--- config.mk ---
export PLATFORM = sky130hd
export DESIGN_NAME = result_demux
export DESIGN_NICKNAME = d
export VERILOG_FILES = /design/src/rtl/datapath_pkg.sv /design/src/rtl/result_demux_fifo.sv /design/src/rtl/result_demux.sv
export SDC_FILE = /design/constraint.sdc
export NUM_CORES = 1
export LEC_CHECK = 0
export CAP_MARGIN = 20
export CORE_ASPECT_RATIO = 1.1
export CORE_MARGIN = 8
export CORE_UTILIZATION = 40
export DETAILED_ROUTE_END_ITERATION = 10
export PLACE_DENSITY = 0.6
export SETUP_SLACK_MARGIN = 0.3
export SLEW_MARGIN = 20
export SYNTH_ARGS = -nofsm -noshare
export SYNTH_HDL_FRONTEND = slang
export SYNTH_SLANG_ARGS = --single-unit
--- constraint.sdc ---
create_clock -name CLOCK -period 3.2 [get_ports CLOCK]
set_input_delay 0.64 -clock CLOCK [delete_from_list [all_inputs] [get_ports CLOCK]]
set_output_delay 0.64 -clock CLOCK [all_outputs]
set_load 0.02 [all_outputs]
--- src/rtl/datapath_pkg.sv ---
// Shared datapath definitions: default data width and result-demux select encodings.
package datapath_pkg;

    localparam int unsigned DP_WIDTH = 16;

    localparam logic SEL_OUT0 = 1'b0;
    localparam logic SEL_OUT1 = 1'b1;

endpackage : datapath_pkg

--- src/rtl/result_demux_fifo.sv ---
// Synchronous FIFO with registered storage and combinational head read.
// Pointers wrap naturally; occupancy is one bit wider than the pointers.
module sync_fifo #(
    parameter int unsigned WIDTH = 16,
    parameter int unsigned DEPTH = 2
) (
    input  logic             CLOCK,
    input  logic             CLEAR_N,
    input  logic             push,
    input  logic             pop,
    input  logic [WIDTH-1:0] wdata,
    output logic [WIDTH-1:0] rdata,
    output logic             full,
    output logic             empty
);

    localparam int unsigned PTR_W = (DEPTH > 1) ? $clog2(DEPTH) : 1;
    localparam int unsigned OCC_W = PTR_W + 1;

    logic [WIDTH-1:0] mem [DEPTH];
    logic [PTR_W-1:0] wr_ptr;
    logic [PTR_W-1:0] rd_ptr;
    logic [OCC_W-1:0] occ;
    logic             do_push;
    logic             do_pop;

    // Push is refused when full even if a pop happens in the same cycle.
    assign do_push = push & ~full;
    assign do_pop  = pop & ~empty;

    assign full  = (occ == OCC_W'(DEPTH));
    assign empty = (occ == '0);
    assign rdata = mem[rd_ptr];

    always_ff @(posedge CLOCK) begin
        if (!CLEAR_N) begin
            for (int unsigned i = 0; i < DEPTH; i++) begin
                mem[i] <= '0;
            end
            wr_ptr <= '0;
            rd_ptr <= '0;
            occ    <= '0;
        end else begin
            if (do_push) begin
                mem[wr_ptr] <= wdata;
                wr_ptr      <= wr_ptr + PTR_W'(1);
            end
            if (do_pop) begin
                rd_ptr <= rd_ptr + PTR_W'(1);
            end
            case ({do_push, do_pop})
                2'b10:   occ <= occ + OCC_W'(1);
                2'b01:   occ <= occ - OCC_W'(1);
                default: occ <= occ;
            endcase
        end
    end

endmodule : sync_fifo

--- src/rtl/result_demux.sv ---
// 1-to-2 result demultiplexer: steers each accepted word into one of two
// independent output FIFOs and counts the words routed to each.
module result_demux
    import datapath_pkg::*;
#(
    parameter int unsigned WIDTH = DP_WIDTH,
    parameter int unsigned DEPTH = 2,
    parameter int unsigned CNT_W = 8
) (
    input  logic             CLOCK,
    input  logic             CLEAR_N,
    input  logic             in_valid,
    output logic             in_ready,
    input  logic             in_sel,
    input  logic [WIDTH-1:0] in_data,
    output logic             out0_valid,
    input  logic             out0_ready,
    output logic [WIDTH-1:0] out0_data,
    output logic             out1_valid,
    input  logic             out1_ready,
    output logic [WIDTH-1:0] out1_data,
    output logic [CNT_W-1:0] cnt0,
    output logic [CNT_W-1:0] cnt1
);

    logic full0;
    logic full1;
    logic empty0;
    logic empty1;
    logic accept;
    logic push0;
    logic push1;

    always_comb begin
        in_ready = 1'b0;
        if (CLEAR_N) begin
            in_ready = (in_sel == SEL_OUT1) ? ~full1 : ~full0;
        end
    end

    assign accept = in_valid & in_ready;
    assign push0  = accept & (in_sel == SEL_OUT0);
    assign push1  = accept & (in_sel == SEL_OUT1);

    assign out0_valid = ~empty0;
    assign out1_valid = ~empty1;

    sync_fifo #(
        .WIDTH (WIDTH),
        .DEPTH (DEPTH)
    ) u_fifo0 (
        .CLOCK   (CLOCK),
        .CLEAR_N (CLEAR_N),
        .push    (push0),
        .pop     (out0_ready),
        .wdata   (in_data),
        .rdata   (out0_data),
        .full    (full0),
        .empty   (empty0)
    );

    sync_fifo #(
        .WIDTH (WIDTH),
        .DEPTH (DEPTH)
    ) u_fifo1 (
        .CLOCK   (CLOCK),
        .CLEAR_N (CLEAR_N),
        .push    (push1),
        .pop     (out1_ready),
        .wdata   (in_data),
        .rdata   (out1_data),
        .full    (full1),
        .empty   (empty1)
    );

    always_ff @(posedge CLOCK) begin
        if (!CLEAR_N) begin
            cnt0 <= '0;
            cnt1 <= '0;
        end else begin
            if (push0) begin
                cnt0 <= cnt0 + CNT_W'(1);
            end
            if (push1) begin
                cnt1 <= cnt1 + CNT_W'(1);
            end
        end
    end

endmodule : result_demux

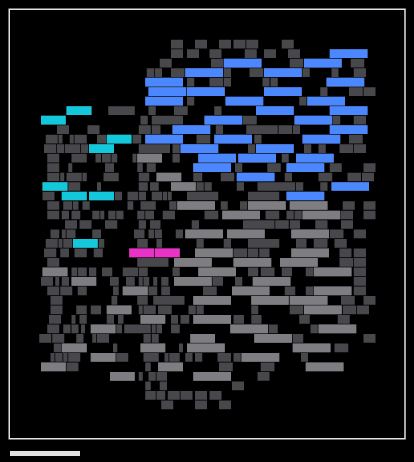
Figure 1: where the registers sit.
The bar under the picture is 20 µm long. Other sequential cells in the stronger grey, the rest of the logic in the fainter grey.
- u_fifo1.occ: magenta (flops 2)
- u_fifo1.mem: blue (flops 32)
- cnt1: cyan (flops 8)
- not coloured: 48
Seq. cell area: 2440 µm²
utilization after layout: 51.8%
flop share of the area: 46.0%
Flop+latch power: 0.00136 W

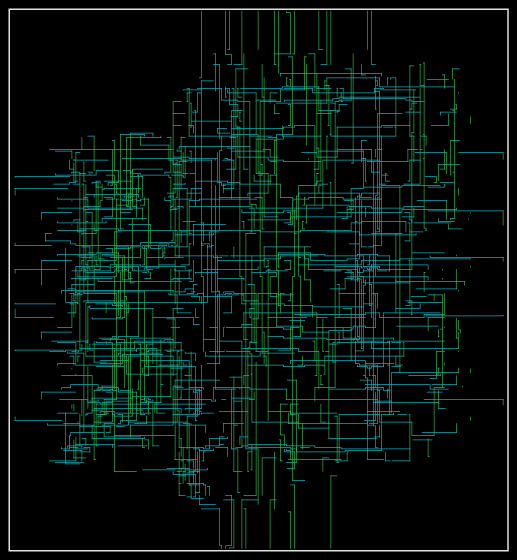
Figure 2: signal wires by layer.
Two of the layers only.
- metal 2: green (wire length 4270 µm)
- metal 1: cyan (wire length 4030 µm)
total routing resource utilization after global routing: 13.5%
routed wire length: 8970 µm
total via count in the routed design: 2662

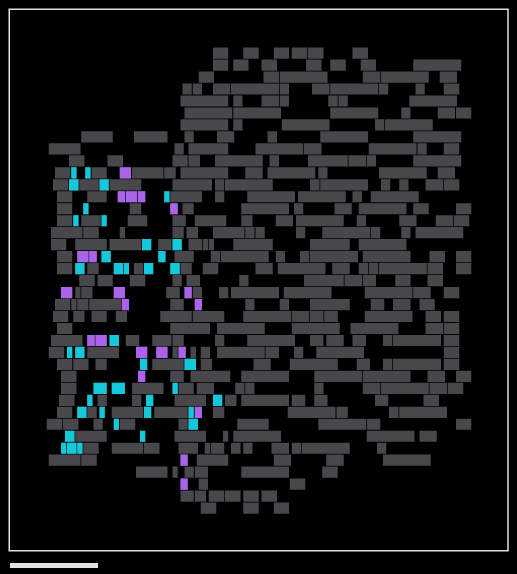
Figure 3: selected gate families.
The bar under the picture is 20 µm long.
- aoi and oai cells: purple (cells 21)
- nand cells: cyan (cells 39)
share of the final layout cell area in multi-input gates: 29.8%
most common cell after layout, fill and taps aside: clkdlybuf4s50_1
number of non-filler instances in the completed layout: 525

==> results.txt <==
State of the implementation.

- In the Yosys report, the sequential cells make up between 50 and 60% of the chip area.
- Final hold analysis gives a worst-case slack of 0.473 ns.
- The launching instance or port of the critical path is in_sel, for reference.
- In this run, post-CTS repair resized a total of 0 instances.
- Yosys reported a register bit count of 90.
- Summed over all instances, the cell type with the most area after synthesis is edfxtp_1.
- The path class of the tightest hold or removal check is reg -> reg.
- Per the OpenROAD floorplan log, the area of the core is 10200 µm².
- The aggregate negative setup slack is 0 ns, for reference.
- The initial antenna violation count is 0.
- The routed design could run at a clock period as short as around 2.7 ns.
- Entering global routing, the biggest net connects 18 pins.
- Endpoints with negative setup slack in the final report add up to 0.
- The peak supply drop is roughly 0.35 mV, for reference.
- Counting the warning lines in the Yosys log gives 0.
- STA classifies the critical path endpoint as an output port.
- The total overflow reported by the global router is 0, for reference.
- The floorplan-stage core utilization is between 40% and 50%, for reference.
- According to the timing report, the critical path is captured at in_ready.
- The OpenROAD report gives the critical path a data arrival time of between 2 and 2.5 ns.
- The number of global-route vias before repair is ~2800, for reference.
- Yosys reported that registers with async set or reset make up 0%.
- Hold repair after CTS inserted 0 buffers.
- edfxtp_1 is the most common cell in the netlist.
- The routed wire length per instance is around 17 µm, for reference.
- The relative contribution of the clock network to total power is a little over a third, for reference.
- The report lists the cells along the critical path as clkdlybuf4s50_1, nor2_1, a211oi_1, clkdlybuf4s50_1.
- The synthesized area is 4140 µm², for reference.
- The part of the cycle the worst path needs is between 80% and 90%, for reference.
- The reg-to-reg endpoint is u_fifo0.occ[1]$_SDFFE_PN0P_, for reference.
- The cell sitting at the root of the clock tree is a clkbuf_16.
- The leakage power figure is between 1.5 and 2 nW, for reference.
- The switching power of the nets is approximately 0.00077 W, for reference.
- The worst reg2reg path depth is 5, for reference.
- The final antenna diode count is 0, for reference.
- The combinational cell fraction of total power is 18.5%, for reference.
- The fill cell total of the finished layout is about 940, for reference.
- The number of different library cells in the post-synthesis netlist is 39, for reference.
- The commonest cells after synthesis are edfxtp_1 (64), and2_1 (55), mux2_2 (32), dfxtp_1 (26), nand2_1 (16).
- The floorplan row count is 39, for reference.
- Setup repair after global routing left no endpoint under its margin.
- The ratio of total power to cell area is approximately 560 nW/µm², for reference.
- The post-synth net total is around 350, for reference.
- STA on the placed design reports a worst setup slack of around 0.47 ns.
- The number of buffers added for setup after CTS is 0, for reference.
- The worst slew slack as a fraction of its limit is a little over half, for reference.
- On the reported timing paths, the clock transition at the registers reads roughly 0.060 ns.
- The count of boundary I/O pins is between 70 and 80, for reference.
- The cell repeated most along the worst path is clkdlybuf4s50_1, for reference.
- The count of nets left with antenna violations once routing finished came out at 0.
- The worst clock skew is between 0.008 and 0.009 ns, for reference.
- The total iterations of the first detailed-routing run is 4, for reference.
- The number of instances in the synthesized netlist is between 300 and 400, for reference.
- The count of maximum capacitance violations is 0, for reference.
- The H-tree depth is 3, for reference.
- The chip area line in the Yosys stat output reads slightly above 4000 µm².
- RePlAce ended its routability-driven mode at a weighted congestion of approximately 0.78.
- The max-slew violation total from the final report is 0, for reference.
- The placed wire-length estimate after detailed placement is just over 6000 µm, for reference.
- The number of hold-slack violations in the final timing report is 0, for reference.
- The origin of the critical flop-to-flop path is u_fifo0.occ[0]$_SDFFE_PN0P_, for reference.
- On the critical path the largest part of the delay comes from buffers and inverters.
- The run finished with clean final reports.
- The clock insertion delay at the later pin of the skew report is 0.33 ns, for reference.
- For the worst setup path, the data required time is approximately 2.6 ns.
- The net total in the final layout is 423, for reference.
- After synthesis, the largest area contributor takes up 46.4% of total cell area.
- The largest fanout on the critical path is 3, for reference.
- The slew of the pin with the lowest slew margin is between 0.7 and 0.8 ns, for reference.
- The number of remaining DRC errors is 0, for reference.
- Relative to the synthesized area, the layout overhead comes to 28.2%.
- The share of post-route cells with drive strength above 1 is 19.9%, for reference.
- Per the timing report, the achievable frequency comes out to roughly 370 MHz.
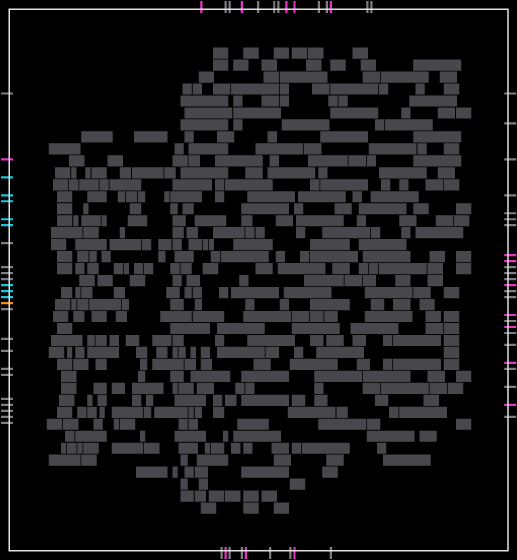
Figure 4: pin placement.
Pins as bars across the die edge, other pins in grey.
- CLEAR_N: orange (pins 1; direction input; edge left)
- in_data: magenta (pins 16; direction input; edge 7 right, 5 top, 3 bottom, 1 left)
- cnt1: cyan (pins 8; direction output; edge left)
- all pins by edge: 25 left, 25 right, 14 top, 9 bottom
Die X-Extent: 113 µm
number of port buffers: 72

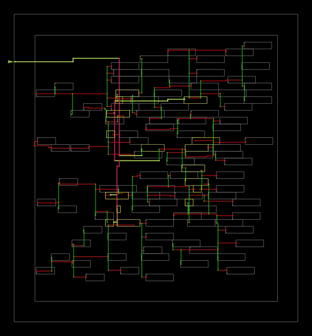
Figure 5: clock routing.
Num Clock Sinks: 90
count of clock buffers in the final design: 9
TritonCTS Buffers: 9
clock distribution power: 0.00107 W

-- how the worst min path moves through the flow --
stage | from | to | slack [ns] | depth (start not counted)
global placement | cnt0[7]$_SDFFE_PN0N_ | cnt0[7]$_SDFFE_PN0N_ | 0.46 | 2
global route | cnt0[7]$_SDFFE_PN0N_ | cnt0[7]$_SDFFE_PN0N_ | 0.52 | 2
detailed placement | cnt0[7]$_SDFFE_PN0N_ | cnt0[7]$_SDFFE_PN0N_ | 0.46 | 2
finish | cnt1[7]$_SDFFE_PN0P_ | cnt1[7]$_SDFFE_PN0P_ | 0.47 | 2
CTS | cnt1[7]$_SDFFE_PN0P_ | cnt1[7]$_SDFFE_PN0P_ | 0.48 | 2
floorplan | u_fifo0.rd_ptr$_SDFFE_PN0P_ | flip-flop | 0.48 | 2
-- cells in the final DEF, fill, tap and decap left out, types with 8 or more instances in the layout --
cell type,count
clkdlybuf4s50_1,72
edfxtp_1,64
and2_1,55
mux2_2,32
dfxtp_1,26
nand2_1,16
buf_4,13
mux2i_1,11
and2_4,10
a21oi_1,9
clkbuf_16,9
nand2b_1,8
-- through the flow --
stage	cells	power, W	instance area (µm²)	utilization, %
3_5_place_dp	509	0.00194	5000	48.8
2_1_floorplan	319	0.00170	4140	-
4_1_cts	525	0.00301	5300	51.8
5_1_grt	525	0.00310	5300	51.8
6_report	525	0.00298	5300	51.8
3_3_place_gp	509	0.00194	5000	48.8
-- flip-flops by register name, summed over array words and instances (netlist names), 2 cells and up, named ones only --
register     cells
u_fifo0.mem     32
u_fifo1.mem     32
cnt0             8
cnt1             8
u_fifo0.occ      2
u_fifo1.occ      2
-- cell type report --
| class | count | area, µm² | share of cell area (%) |
|---|---|---|---|
| sequential | 90 | 2440 | 46.0 |
| multi-input combinational | 209 | 1580 | 29.8 |
| timing repair buffer | 85 | 818 | 15.4 |
| clock buffer | 9 | 225 | 4.25 |
| tap | 123 | 154 | 2.90 |
| clock inverter | 7 | 76.3 | 1.44 |
| inverter | 2 | 7.51 | 0.142 |
-- logic make-up (layout without fill, tap and decap cells) --
kind of cell | Yosys count | after routing | synth area share (%)
AOI/OAI and AO/OA | 23 | 23 | 3.39
xor gates and xnor gates | 6 | 6 | 1.27
adders and majority gates | 4 | 4 | 1.21
buffers and inverters | 20 | 103 | 2.78
DFF | 90 | 90 | 59.0
muxes | 43 | 43 | 11.4
and+or+nand+nor | 133 | 133 | 21.0
-- worst register-to-register path, cell delays in order (launching register included) --
cell      delay, ns
dfxtp_1        0.44
nand2b_1       0.32
nand2_1        0.17
ha_1           0.34
or3_1          0.35
a21oi_1        0.14
-- power by group through the flow --
stage	Sequential [W]	Clock, W	Combinational, W
floorplan	0.00137	0	0.000332
global placement	0.00138	0	0.000554
detailed placement	0.00139	0	0.000558
CTS	0.00136	0.00109	0.000562
global route	0.00137	0.00114	0.000594
finish	0.00136	0.00107	0.000550
-- metal layers --
metal  wire [µm]  share of wire, %  track usage, %  vias to the layer above
li1            -                 -               -                     1307
met1        4030                45            16.3                     1284
met2        4270                48            22.8                       63
met3         585               6.5            4.58                        8
met4          87              0.97            3.75                        0
met5           0                 0               0                        -
Power figures rest on the tool's default switching activity, not on a simulated workload.
